Fig. 1: wiring by layer
Drawn at 12 px/micron. Two of the layers only.
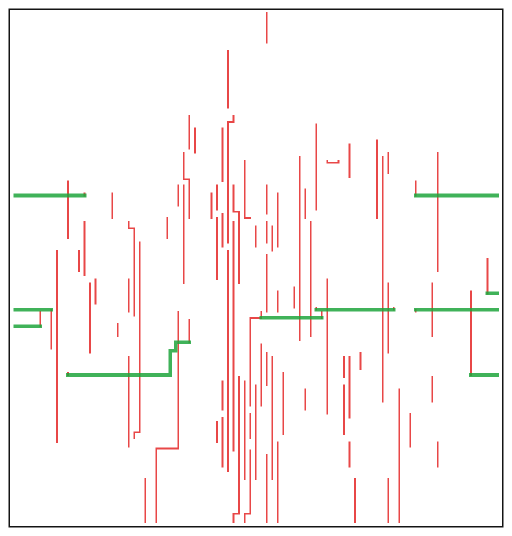
Fig. 2: ports around the boundary
Drawn at 8 px/micron. Pins as bars across the die edge, other pins in gray.
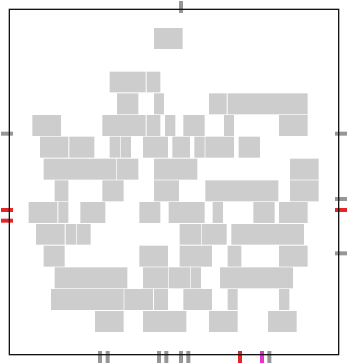
[config.mk]
export PLATFORM = sky130hd
export DESIGN_NAME = multimode_counter
export DESIGN_NICKNAME = d
export VERILOG_FILES = /design/src/rtl/counter_pkg.sv /design/src/rtl/bin2gray.sv /design/src/rtl/multimode_counter.sv
export SDC_FILE = /design/constraint.sdc
export NUM_CORES = 1
export LEC_CHECK = 0
export ABC_CLOCK_PERIOD_IN_PS = 1950
export CAP_MARGIN = 5
export CORE_AREA = 2 2 39 41
export DETAILED_ROUTE_END_ITERATION = 16
export DIE_AREA = 0 0 41 43
export GPL_ROUTABILITY_DRIVEN = 0
export PLACE_DENSITY = 0.63
export SLEW_MARGIN = 5
export SYNTH_ARGS = -nofsm -noshare
export SYNTH_HDL_FRONTEND = slang
export SYNTH_SLANG_ARGS = --single-unit
[constraint.sdc]
create_clock -name clk -period 1.95 [get_ports clk]
set_input_delay 0.2925 -clock clk [delete_from_list [all_inputs] [get_ports clk]]
set_output_delay 0.2925 -clock clk [all_outputs]
set_load 0.005 [all_outputs]
[src/rtl/counter_pkg.sv]
// Shared constants and next-count step function for multimode_counter.
// next_count returns the stepped count plus wrap/saturation flags.
package counter_pkg;

  localparam logic DIR_UP    = 1'b1;
  localparam logic DIR_DOWN  = 1'b0;
  localparam logic MODE_WRAP = 1'b0;
  localparam logic MODE_SAT  = 1'b1;

  typedef struct packed {
    logic [31:0] q;
    logic        wrap;
    logic        at_bound;
  } step_t;

  // q is zero-extended to 32 bits; modulus is 33 bits so that
  // 2**32 is representable and modulus-1 never overflows.
  function automatic step_t next_count(
    input logic [31:0] q,
    input logic        up_dn,
    input logic        sat,
    input logic [32:0] modulus
  );
    step_t       r;
    logic [32:0] last;
    r    = '0;
    last = modulus - 33'd1;
    if (up_dn == DIR_UP) begin
      if ({1'b0, q} == last) begin
        if (sat == MODE_SAT) begin
          r.q        = q;
          r.at_bound = 1'b1;
        end else begin
          r.q    = '0;
          r.wrap = 1'b1;
        end
      end else begin
        r.q = q + 32'd1;
      end
    end else begin
      if (q == 32'd0) begin
        if (sat == MODE_SAT) begin
          r.q        = q;
          r.at_bound = 1'b1;
        end else begin
          r.q    = last[31:0];
          r.wrap = 1'b1;
        end
      end else begin
        r.q = q - 32'd1;
      end
    end
    return r;
  endfunction

endpackage

[src/rtl/bin2gray.sv]
// Combinational binary-to-Gray converter.
// Ports: bin (binary in), gray (bin ^ (bin >> 1)).
module bin2gray #(
  parameter int WIDTH = 4
) (
  input  logic [WIDTH-1:0] bin,
  output logic [WIDTH-1:0] gray
);

  assign gray = bin ^ (bin >> 1);

endmodule

[src/rtl/multimode_counter.sv]
// Up/down wrap-or-saturate modulo counter with load and status pulses.
// Ports: clk, rst (async high), en, up_dn, sat, load, load_val -> q, tc,
// wrap, at_bound; q_gray only when MULTIMODE_COUNTER_GRAY_EN is defined.
module multimode_counter
  import counter_pkg::*;
#(
  parameter int     WIDTH   = 4,
  parameter longint MODULUS = 16
) (
  input  logic             clk,
  input  logic             rst,
  input  logic             en,
  input  logic             up_dn,
  input  logic             sat,
  input  logic             load,
  input  logic [WIDTH-1:0] load_val,
  output logic [WIDTH-1:0] q,
  output logic             tc,
  output logic             wrap,
  output logic             at_bound
`ifdef MULTIMODE_COUNTER_GRAY_EN
  ,
  output logic [WIDTH-1:0] q_gray
`endif
);

  if (WIDTH < 2 || WIDTH > 32) begin : g_bad_width
    $fatal(1, "multimode_counter: WIDTH out of range 2..32");
  end

  if (MODULUS < 2 || MODULUS > (64'sd1 <<< WIDTH)) begin : g_bad_mod
    $fatal(1, "multimode_counter: MODULUS out of range 2..2**WIDTH");
  end

  localparam logic [32:0]      MOD  = 33'(MODULUS);
  localparam logic [WIDTH-1:0] LAST = WIDTH'(MODULUS - 1);

  step_t            nc;
  logic [WIDTH-1:0] q_d;
  logic             wrap_d;
  logic             bound_d;

  assign nc = next_count(32'(q), up_dn, sat, MOD);

  // Stepped value is always < MODULUS <= 2**WIDTH, so the upper bits
  // of nc.q are zero and truncation is lossless.
  if (WIDTH < 32) begin : g_trunc
    logic unused;
    assign unused = ^nc.q[31:WIDTH];
  end

  always_comb begin
    q_d     = q;
    wrap_d  = 1'b0;
    bound_d = 1'b0;
    if (load) begin
      q_d = (64'(load_val) >= MODULUS) ? LAST : load_val;
    end else if (en) begin
      q_d     = nc.q[WIDTH-1:0];
      wrap_d  = nc.wrap;
      bound_d = nc.at_bound;
    end
  end

  always_ff @(posedge clk or posedge rst) begin
    if (rst) begin
      q        <= '0;
      wrap     <= 1'b0;
      at_bound <= 1'b0;
    end else begin
      q        <= q_d;
      wrap     <= wrap_d;
      at_bound <= bound_d;
    end
  end

  assign tc = (up_dn == DIR_UP) ? (q == LAST) : (q == '0);

`ifdef MULTIMODE_COUNTER_GRAY_EN
  logic [WIDTH-1:0] gray_d;

  // Register Gray of the next count so q_gray tracks q cycle for cycle.
  bin2gray #(.WIDTH(WIDTH)) u_gray (
    .bin  (q_d),
    .gray (gray_d)
  );

  always_ff @(posedge clk or posedge rst) begin
    if (rst) q_gray <= '0;
    else     q_gray <= gray_d;
  end
`endif

endmodule

==> results.txt <==
Implementation run completed; key figures follow.

Layout:
- Leaving out buffers and inverters, the combinational logic in the layout accounts for between 200 and 300 sq um.
- The register with the most flip-flops in the layout has 4 of them.
- The run gives the sequential share of cell area as a little under a quarter.
- Leaving out fill and tap cells, the most frequent cells in the layout are clkdlybuf4s50_1, inv_1, dfrtp_1.
- The run gives the layout overhead on the synthesized area as 50.42%.
- By instance count after routing, the leading logic cell type is clkdlybuf4s50_1.
- The run puts the fraction of standard cell area in multi-input logic at a little under 40%.
- The run gives the sequential cell count as 6.
- The run gives the post-route non-filler standard cell count as ~82.
- After layout the clock buffers and inverters come to under 10% of cell area.
- Leaving out the clock tree, the finished layout contains an inverter count of 6.
- The run puts the proportion of layout cells with a drive suffix above 1 at between 20% and 30%.
- The run puts the multi-input gate count at 30.

Floorplan:
- According to the tapcell log, the count of inserted taps is 16.
- The run puts the effective utilization at floorplan at 31.92%.
- The vertical die dimension reported for this design is between 40 and 50 microns.
- The die covers 0.001763 sq mm.
- The run puts the total I/O pin count at 17.

Route:
- The run puts the mean number of vias per cell at 4.939.
- The run puts the wire length per cell after detailed routing at about 12 microns.
- The run gives the met2 wirelength from detailed routing as 471 microns.
- The run gives the DRC violation count after routing as 0.
- The run puts the total detailed-routing wirelength at around 950 microns.
- The run puts the wire length on met1 at roughly 430 microns.
- The run puts the post-route antenna net violation count at 0.
- The run puts the number of detailed-route iterations in the first pass at 4.
- The run puts the detailed-route via count at between 400 and 500.
- Signal routing reaches up to met3.

Pwr:
- Registers are responsible for 35.4% of the overall power.
- Dividing total power by cell area gives a power density of 656.6 mW/mm^2.
- Cell internal power was estimated by the tool at between 0.3 and 0.4 mW.
- The run puts the power share of the combinational group at roughly two fifths.
- The run puts the switching part of the total power at 29.99%.
- The clock network burns ~25% of the power.
- The run puts the power of the combinational group at ~0.17 mW.

Synthesis:
- The run gives the post-synthesis adder-cell area fraction as 5.666%.
- The gate-level netlist out of Yosys references 24 unique cell types.
- The run puts the post-synthesis cell count from yosys at 44.
- Looking at the cell usage after synthesis, the top flip-flop cell is dfrtp_1.
- The run gives the flop and latch count out of synthesis as 6.
- In this run, the synthesized area fraction spent on and/or/nand/nor cells is recorded as a little over an eighth.
- After technology mapping, the gate count stands at 44.
- The run puts the multiplexer area fraction after synthesis at between 4 and 5%.
- The run gives the count of synthesis-stage warnings from yosys as 0.
- In the synthesized netlist, the dominant kind of combinational cell is AND-OR/OR-AND gates.

Worst setup path:
- OpenSTA lists the critical path startpoint as q[0].
- The critical path is of the reg -> reg type.
- The timing report gives the worst reg2reg path a setup slack of around 0.10 ns.
- The run gives the path depth of the worst reg2reg path as 8.
- The startpoint identified for the worst register-to-register timing path is q[0].
- The OpenROAD report gives the critical path a required time of 2.10 ns.
- The run gives the endpoint of the worst setup timing path as q[3].
- The run gives the master of the slowest instance on the critical path as dfrtp_1.
- STA classifies the critical path startpoint as a flop.
- In this run the critical path is formed by buf_4, ha_1, nand4_1, o41ai_4, buf_4, a21o_4, and2b_2, o31ai_2.
- The timing report shows the most common cell along the critical path to be buf_4.
- The run puts the highest net fanout along the worst path at 4.
- The run puts the critical path data arrival time at 2.00 ns.

Run status:
- The run finished with clean final reports.

STA:
- The run gives the final clock period utilization by the worst path as a little over nine tenths.
- The run puts the final clock skew at between 0.0008 and 0.0009 ns.
- Hold-check failures listed in the final report amount to 0.
- The run gives the slew at the pin closest to its max-slew limit as between 0.3 and 0.4 ns.

Global route:
- The run puts the met1 routing resource usage after global routing at 15.64%.
- The run gives the largest net degree at the start of global routing as 11.
- The run puts the aggregate global-route resource usage at between 10% and 20%.
- The run gives the wire length of the first global-routing pass as ~1.6 mm.
- The run puts the global routing met2 resource utilization at about a fifth.

Clock network:
- TritonCTS built the clock tree.
- In this run the deepest clock path goes through 2 buffers.
- According to the CTS report, the clock sink count is 6.
- Looking at the clock tree report, the H-tree level count equals 1.
- The run puts the insertion delay at the late pin of the worst-skew pair at between 0.2 and 0.25 ns.
- Looking at the post-CTS report, the setup buffer insertion count equals 0.
- The run gives the number of buffers created by CTS as 3.

Placement:
- Per the post-place timing report, worst setup slack is -0.01812 ns.
- The run gives the tally of buffers added on design ports as 16.

Hold path:
- In this run the worst hold path is classified as in -> async.

Job:
- The run puts the max-capacitance violation count at 0.
## Picture notes: Fig. 1
[red] M2 | wire length: 471 microns
[green] M3 | wire length: 51.7 microns

## Picture notes: Fig. 2
[magenta] rst | pins: 1 | direction: input | edge: bottom
[red] load_val | pins: 4 | direction: input | edge: 2 left, 1 bottom, 1 right
all pins by edge: 9 bottom, 4 right, 3 left, 1 top

No activity file was given, so power comes from the tool's default toggle rates.
